Figure 1. Congestion heat map.
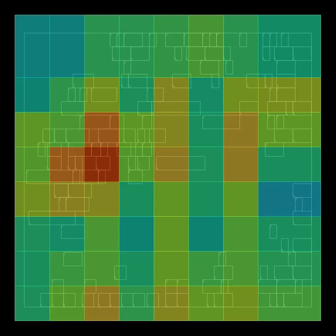
Figure 2. Cells colored by class.
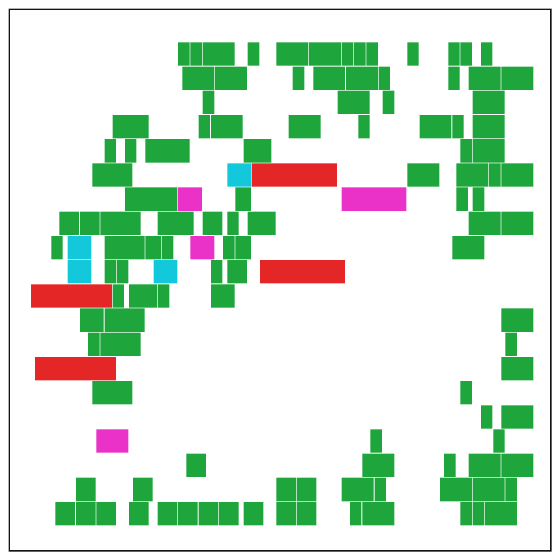
Figure 3. Pin placement.
Pins as bars across the die edge, other pins in gray.
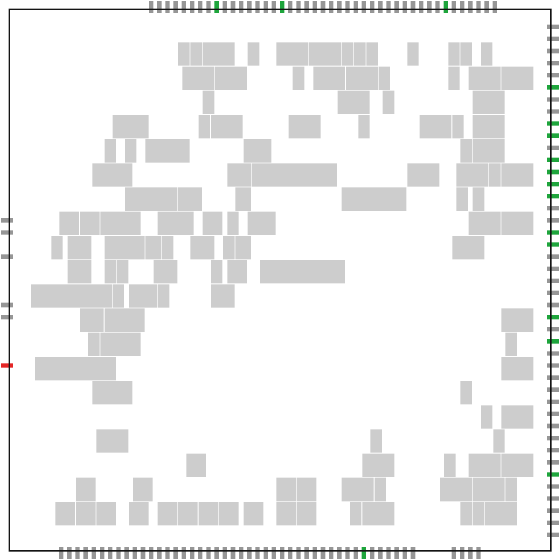
Figure 4. Signal wires by layer.
Bar = 20 um.
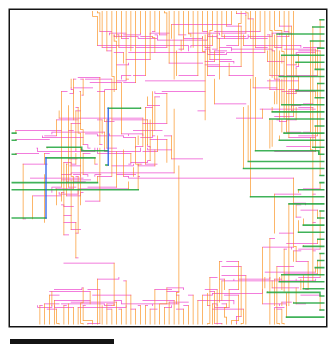
`src/rtl/mem_port_arbiter_pkg.sv`:
```
// rtl/mem_port_arbiter_pkg.sv - state encodings, select constants and default widths for mem_port_arbiter
package mem_port_arbiter_pkg;

    localparam int DEF_AW = 16;
    localparam int DEF_DW = 16;

    typedef enum logic [1:0] {
        IDLE    = 2'd0,
        GRANT_A = 2'd1,
        GRANT_B = 2'd2
    } arb_state_t;

    localparam logic SEL_A = 1'b0;
    localparam logic SEL_B = 1'b1;

endpackage

```
`src/rtl/arb_timeout_ctr.sv`:
```
// rtl/arb_timeout_ctr.sv - grant age counter with terminal compare; built only with ARB_TIMEOUT_EN
`ifdef ARB_TIMEOUT_EN
module arb_timeout_ctr #(
    parameter int TIMEOUT = 64
) (
    input  logic clk,
    input  logic rst_n,
    input  logic clr,
    input  logic inc,
    output logic tc
);

    logic [7:0] cnt;

    always_ff @(posedge clk or negedge rst_n) begin
        if (!rst_n) begin
            cnt <= '0;
        end else if (clr) begin
            cnt <= '0;
        end else if (inc) begin
            cnt <= cnt + 8'd1;
        end
    end

    assign tc = (cnt == 8'(TIMEOUT - 1));

endmodule
`endif

```
`src/rtl/mem_port_arbiter_mux2.sv`:
```
// rtl/mem_port_arbiter_mux2.sv - single-bit 2:1 mux cell used for the shared memory port fields
module mem_port_arbiter_mux2 (
    input  logic d0,
    input  logic d1,
    input  logic s,
    output logic y
);

    assign y = s ? d1 : d0;

endmodule

```
`src/rtl/mem_port_arbiter.sv`:
```
// rtl/mem_port_arbiter.sv - two-requester single memory port arbiter; ARB_TIMEOUT_EN adds grant timeout abort
module mem_port_arbiter
    import mem_port_arbiter_pkg::*;
#(
    parameter int AW = DEF_AW,
    parameter int DW = DEF_DW
`ifdef ARB_TIMEOUT_EN
    ,
    parameter int TIMEOUT = 64
`endif
) (
    input  logic          clk,
    input  logic          rst_n,
    input  logic          a_req,
    input  logic [AW-1:0] a_addr,
    input  logic [DW-1:0] a_wdata,
    input  logic          a_we,
    output logic          a_ack,
    input  logic          b_req,
    input  logic [AW-1:0] b_addr,
    input  logic [DW-1:0] b_wdata,
    input  logic          b_we,
    output logic          b_ack,
    output logic [DW-1:0] rdata,
    output logic          mem_req,
    output logic [AW-1:0] mem_addr,
    output logic [DW-1:0] mem_wdata,
    output logic          mem_we,
    input  logic          mem_ack,
    input  logic [DW-1:0] mem_rdata,
    output logic          sel
`ifdef ARB_TIMEOUT_EN
    ,
    output logic          timeout_err
`endif
);

    localparam int BW = AW + DW + 1;

    arb_state_t state, state_nxt;
    logic       sel_nxt;
    logic       last, last_nxt;
    logic       granted;
    logic       abort;
    logic       done;

    assign granted = (state != IDLE);

`ifdef ARB_TIMEOUT_EN
    logic entry;
    logic tc;

    assign entry = (state_nxt != IDLE) && (state_nxt != state);

    arb_timeout_ctr #(
        .TIMEOUT (TIMEOUT)
    ) u_timeout_ctr (
        .clk   (clk),
        .rst_n (rst_n),
        .clr   (entry),
        .inc   (granted && !mem_ack),
        .tc    (tc)
    );

    // mem_ack in the terminal cycle wins over the abort
    assign abort       = granted && tc && !mem_ack;
    assign timeout_err = abort;
`else
    assign abort = 1'b0;
`endif

    assign done = granted && (mem_ack || abort);

    always_ff @(posedge clk or negedge rst_n) begin
        if (!rst_n) begin
            state <= IDLE;
            sel   <= SEL_A;
            last  <= SEL_B;
        end else begin
            state <= state_nxt;
            sel   <= sel_nxt;
            last  <= last_nxt;
        end
    end

    // the grantee's own req in its ack cycle is stale, so only the other side can follow directly
    always_comb begin
        state_nxt = state;
        sel_nxt   = sel;
        last_nxt  = last;
        case (state)
            IDLE: begin
                if (a_req && (!b_req || last == SEL_B)) begin
                    state_nxt = GRANT_A;
                    sel_nxt   = SEL_A;
                    last_nxt  = SEL_A;
                end else if (b_req) begin
                    state_nxt = GRANT_B;
                    sel_nxt   = SEL_B;
                    last_nxt  = SEL_B;
                end
            end
            GRANT_A: begin
                if (done) begin
                    if (b_req) begin
                        state_nxt = GRANT_B;
                        sel_nxt   = SEL_B;
                        last_nxt  = SEL_B;
                    end else begin
                        state_nxt = IDLE;
                    end
                end
            end
            GRANT_B: begin
                if (done) begin
                    if (a_req) begin
                        state_nxt = GRANT_A;
                        sel_nxt   = SEL_A;
                        last_nxt  = SEL_A;
                    end else begin
                        state_nxt = IDLE;
                    end
                end
            end
            default: state_nxt = IDLE;
        endcase
    end

    logic [BW-1:0] a_bus;
    logic [BW-1:0] b_bus;
    logic [BW-1:0] mux_bus;

    assign a_bus = {a_addr, a_wdata, a_we};
    assign b_bus = {b_addr, b_wdata, b_we};

    for (genvar i = 0; i < BW; i++) begin : g_mux
        mem_port_arbiter_mux2 u_mux (
            .d0 (a_bus[i]),
            .d1 (b_bus[i]),
            .s  (sel),
            .y  (mux_bus[i])
        );
    end

    assign {mem_addr, mem_wdata, mem_we} = mux_bus & {BW{granted}};
    assign mem_req = granted;
    assign a_ack   = (state == GRANT_A) && done;
    assign b_ack   = (state == GRANT_B) && done;
    assign rdata   = (rst_n && !abort) ? mem_rdata : '0;

endmodule
```
`config.mk`:
```
export PLATFORM = sky130hd
export DESIGN_NAME = mem_port_arbiter
export DESIGN_NICKNAME = d
export VERILOG_FILES = /design/src/rtl/mem_port_arbiter_pkg.sv /design/src/rtl/arb_timeout_ctr.sv /design/src/rtl/mem_port_arbiter_mux2.sv /design/src/rtl/mem_port_arbiter.sv
export SDC_FILE = /design/constraint.sdc
export NUM_CORES = 1
export LEC_CHECK = 0
export CAP_MARGIN = 40
export CELL_PAD_IN_SITES_DETAIL_PLACEMENT = 0
export CELL_PAD_IN_SITES_GLOBAL_PLACEMENT = 2
export CORE_MARGIN = 1.5
export CORE_UTILIZATION = 29
export CTS_BUF_LIST = sky130_fd_sc_hd__clkbuf_4 sky130_fd_sc_hd__clkbuf_8
export DETAILED_ROUTE_END_ITERATION = 8
export DONT_BUFFER_PORTS = 1
export PLACE_DENSITY = 0.84
export SLEW_MARGIN = 20
export SYNTH_ARGS = -nofsm -noshare
export SYNTH_HDL_FRONTEND = slang
export SYNTH_SLANG_ARGS = --single-unit
```
`constraint.sdc`:
```
create_clock -name clk -period 2.64 [get_ports clk]
set_clock_uncertainty 0.2 [all_clocks]
set_input_delay 0.66 -clock clk [delete_from_list [all_inputs] [get_ports clk]]
set_output_delay 0.66 -clock clk [all_outputs]
set_load 0.005 [all_outputs]
```
==> flow_summary.rst <==
Flow metrics
------------

.. list-table::
   :header-rows: 1

   * - Metric
     - Value
   * - Crit path largest cell delay
     - 0.39 ns
   * - CP cell instances
     - inv_1 -> ha_1 -> buf_4 -> nor2b_4 -> and2_1
   * - Pin count of the biggest net entering global routing
     - 25
   * - Synth top area cells
     - sky130_fd_sc_hd__mux2i_1 34%, sky130_fd_sc_hd__nor2_1 13%, sky130_fd_sc_hd__and2_1 12%, sky130_fd_sc_hd__dfrtp_1 7.8%, sky130_fd_sc_hd__ha_1 7.8%
   * - Total vias in the final route
     - 897
   * - CTS H-tree depth
     - 1
   * - Slowest library cell on the worst path
     - sky130_fd_sc_hd__dfrtp_1
   * - Late-Pin Clk Latency
     - 0.24 ns
   * - Endpoint required time on the critical path
     - 1.78 ns
   * - Largest combinational cell category by area
     - multiplexers
   * - Worst slew margin relative to its limit
     - 77.7%
   * - Run status
     - complete, no violations
   * - Core Box Area
     - 0.00310 mm2
   * - Post-synthesis share of cell area spent on full adders, half adders and majority gates
     - 7.77%
   * - Number of nets with antenna violations after detailed routing
     - 0
   * - R2R Path Start
     - state[0]$_DFFE_PN0P_
   * - Type of element launching the critical path
     - flip-flop
   * - Power density over the cells
     - 1050 mW/mm2
   * - CP Max Fanout
     - 23
   * - Leakage dissipation
     - 0.476 nW
   * - Yosys simple share
     - 30.7%
   * - Non-filler cells in the finished layout
     - 172
   * - Total number of yosys warnings
     - 0
   * - MUX share of area
     - 34.2%
   * - Post-synth net total
     - 222
   * - Syn Area/Cell
     - 7.49 um2
   * - Share of flip-flops with an asynchronous set or reset
     - 100%
   * - Count of different cell masters after synthesis
     - 22
   * - Fin Setup TNS
     - 0 ns
   * - Kind of path behind the tightest hold check
     - in2async
   * - Synthesized instance count
     - 129
   * - Arr. time, crit path
     - 1.55 ns
   * - Setup CP Type
     - reg2out
   * - Number of detailed-route iterations in the first pass
     - 4
   * - Area share of the largest cell type after synthesis
     - 34.2%
   * - XOR/XNOR share of the synthesized area
     - 0%
   * - Height of the die
     - 60.7 um
   * - Post-synthesis sequential area ratio
     - 10.5%
   * - Max Buffers Root-to-Sink
     - 2
   * - Clock tree from TritonCTS
     - built
   * - Average via count per standard cell
     - 5.22
   * - Number of rows in the core area
     - 20
   * - Number of placed I/O pins
     - 140
   * - Number of clock sinks
     - 4
   * - Unrepaired setup endpoints after global routing
     - no
   * - Resized cells post-CTS
     - 0
   * - Clock period minus final worst setup slack
     - 2.41 ns
   * - DRC
     - 0
   * - Final Hold Violation Tally
     - 0
   * - Worst VDD drop
     - 522 uV
   * - Number of setup buffers added after CTS
     - 0
   * - CTS Root Buffer Type
     - sky130_fd_sc_hd__clkbuf_4
   * - Number of inserted diodes
     - 0
   * - Cell count after placement
     - 167
   * - Final setup violation count
     - 0
   * - Yosys stat chip area
     - 966 um2
   * - First-pass GRT wire length
     - 3.54 mm
   * - Number of synthesized flops with an enable pin
     - 0
   * - Number of warnings in the stage logs
     - 31
   * - Post-route total power
     - 1.10 mW
   * - Fillers
     - 350
   * - Max Cap Viol
     - 0
   * - Pin slew with the least headroom to its limit
     - 0.334 ns
   * - Initial DRC Count
     - 33
   * - TritonCTS Buffers
     - 3
   * - Final cycle utilization of the critical path
     - 91.2%
   * - Post-Syn Area
     - 966 um2
   * - Final WL
     - 2.95 mm
   * - Initial antenna violation count
     - 0
   * - And-or/or-and share of the synthesized area
     - 8.68%
   * - Endpoint kind of the worst setup timing path
     - primary output
Back to the opening pictures, Figure 1:
combined global-route utilization of all metal layers: 12.8%
routing usage on met3: 4.48%
global routing's busiest layer: met2
utilization after layout: 33.5%
DR WL/cell: 17.1 um

Back to the opening pictures, Figure 2:
Key: clock drivers and dummy loads = cyan [cells 4, share of their area 3.0%]; registers = red [cells 4, share of their area 10%]; remaining logic cells = green [cells 116, share of their area 82%]; remaining buffers and delay cells = magenta [cells 4, share of their area 4.6%]

Back to the opening pictures, Figure 3:
Key: clk = red [pins 1, direction input, edge left]; a_wdata = green [pins 16, direction input, edge 12 right, 3 top, 1 bottom]
All pins by edge: 48 bottom, 43 top, 43 right, 6 left.

Back to the opening pictures, Figure 4:
Key: M1 = magenta [wire length 1070 um]; M3 = green [wire length 308 um]; M4 = blue [wire length 22.4 um]; M2 = orange [wire length 1550 um]

[layer usage]
layer / GRT usage [%] / vias to the layer above / share of wire, %
li1: - / 422 / -
met1: 15.0 / 418 / 36
met2: 22.6 / 52 / 52
met3: 4.48 / 5 / 10
met4: 2.80 / 0 / 0.75
met5: 0 / - / 0
[registers in the layout, summed over array words and instances (netlist names)]
name	count
last	1
sel	1
state	2
[final timing paths]
path	to	slack [ns]	depth (start not counted)
max in group asynchronous	sel$_DFFE_PN0P_	1.55	1
worst max-delay path	a_ack	0.23	5
worst min-delay path	last$_DFFE_PN1P_	0.07	0
worst max register to register	sel$_DFFE_PN0P_	0.60	7
min in group clk	state[0]$_DFFE_PN0P_	0.35	2
worst min register to register	state[0]$_DFFE_PN0P_	0.35	2
[cell type report]
type | instances | area, um2 | share of cell area (%)
clock buffers | 4 | 30.0 | 2.88
repair buffers | 4 | 45.0 | 4.33
multi-input cells | 110 | 786 | 75.5
well taps | 44 | 55.1 | 5.29
inverters | 6 | 22.5 | 2.16
flip-flops and latches | 4 | 103 | 9.86
[critical path: cells and delay by family, from the launching register on]
kind	cells	cell delay, ns
flip-flops	1	0.39
AND/OR/NAND/NOR	2	0.35
buffers and inverters	2	0.33
adder cells (fa/ha/maj)	1	0.24
[cell usage in the layout, fill, tap and decap left out, types with 2 or more instances in the layout]
cell                       instances
sky130_fd_sc_hd__a21oi_1           3
sky130_fd_sc_hd__and2_1           19
sky130_fd_sc_hd__buf_4             2
sky130_fd_sc_hd__clkbuf_4          4
sky130_fd_sc_hd__dfrtp_1           2
sky130_fd_sc_hd__ha_1              6
sky130_fd_sc_hd__inv_1             6
sky130_fd_sc_hd__mux2i_1          33
sky130_fd_sc_hd__nand2_1           5
sky130_fd_sc_hd__nor2_1           34
sky130_fd_sc_hd__o22a_1            2
[power by group]
part	switching (mW)	internal [mW]	total [mW]
Combinational	0.473	0.367	0.840
Clock	0.0287	0.0672	0.0959
Sequential	0.0613	0.0987	0.160
[through the flow]
stage	worst slack [ns]	area (um2)
3_3_place_gp	0.549	1000
4_1_cts	0.234	1040
3_5_place_dp	0.500	1000
2_1_floorplan	0.632	966
6_report	0.233	1040
5_1_grt	0.120	1040
[logic make-up after synthesis]
logic type	after synthesis
AND-OR/OR-AND	10
multiplexers	33
buffers and inverters	15
flip-flops	4
AND/OR/NAND/NOR	61
adder cells (fa/ha/maj)	6
No activity file was given, so power comes from the tool's default toggle rates.
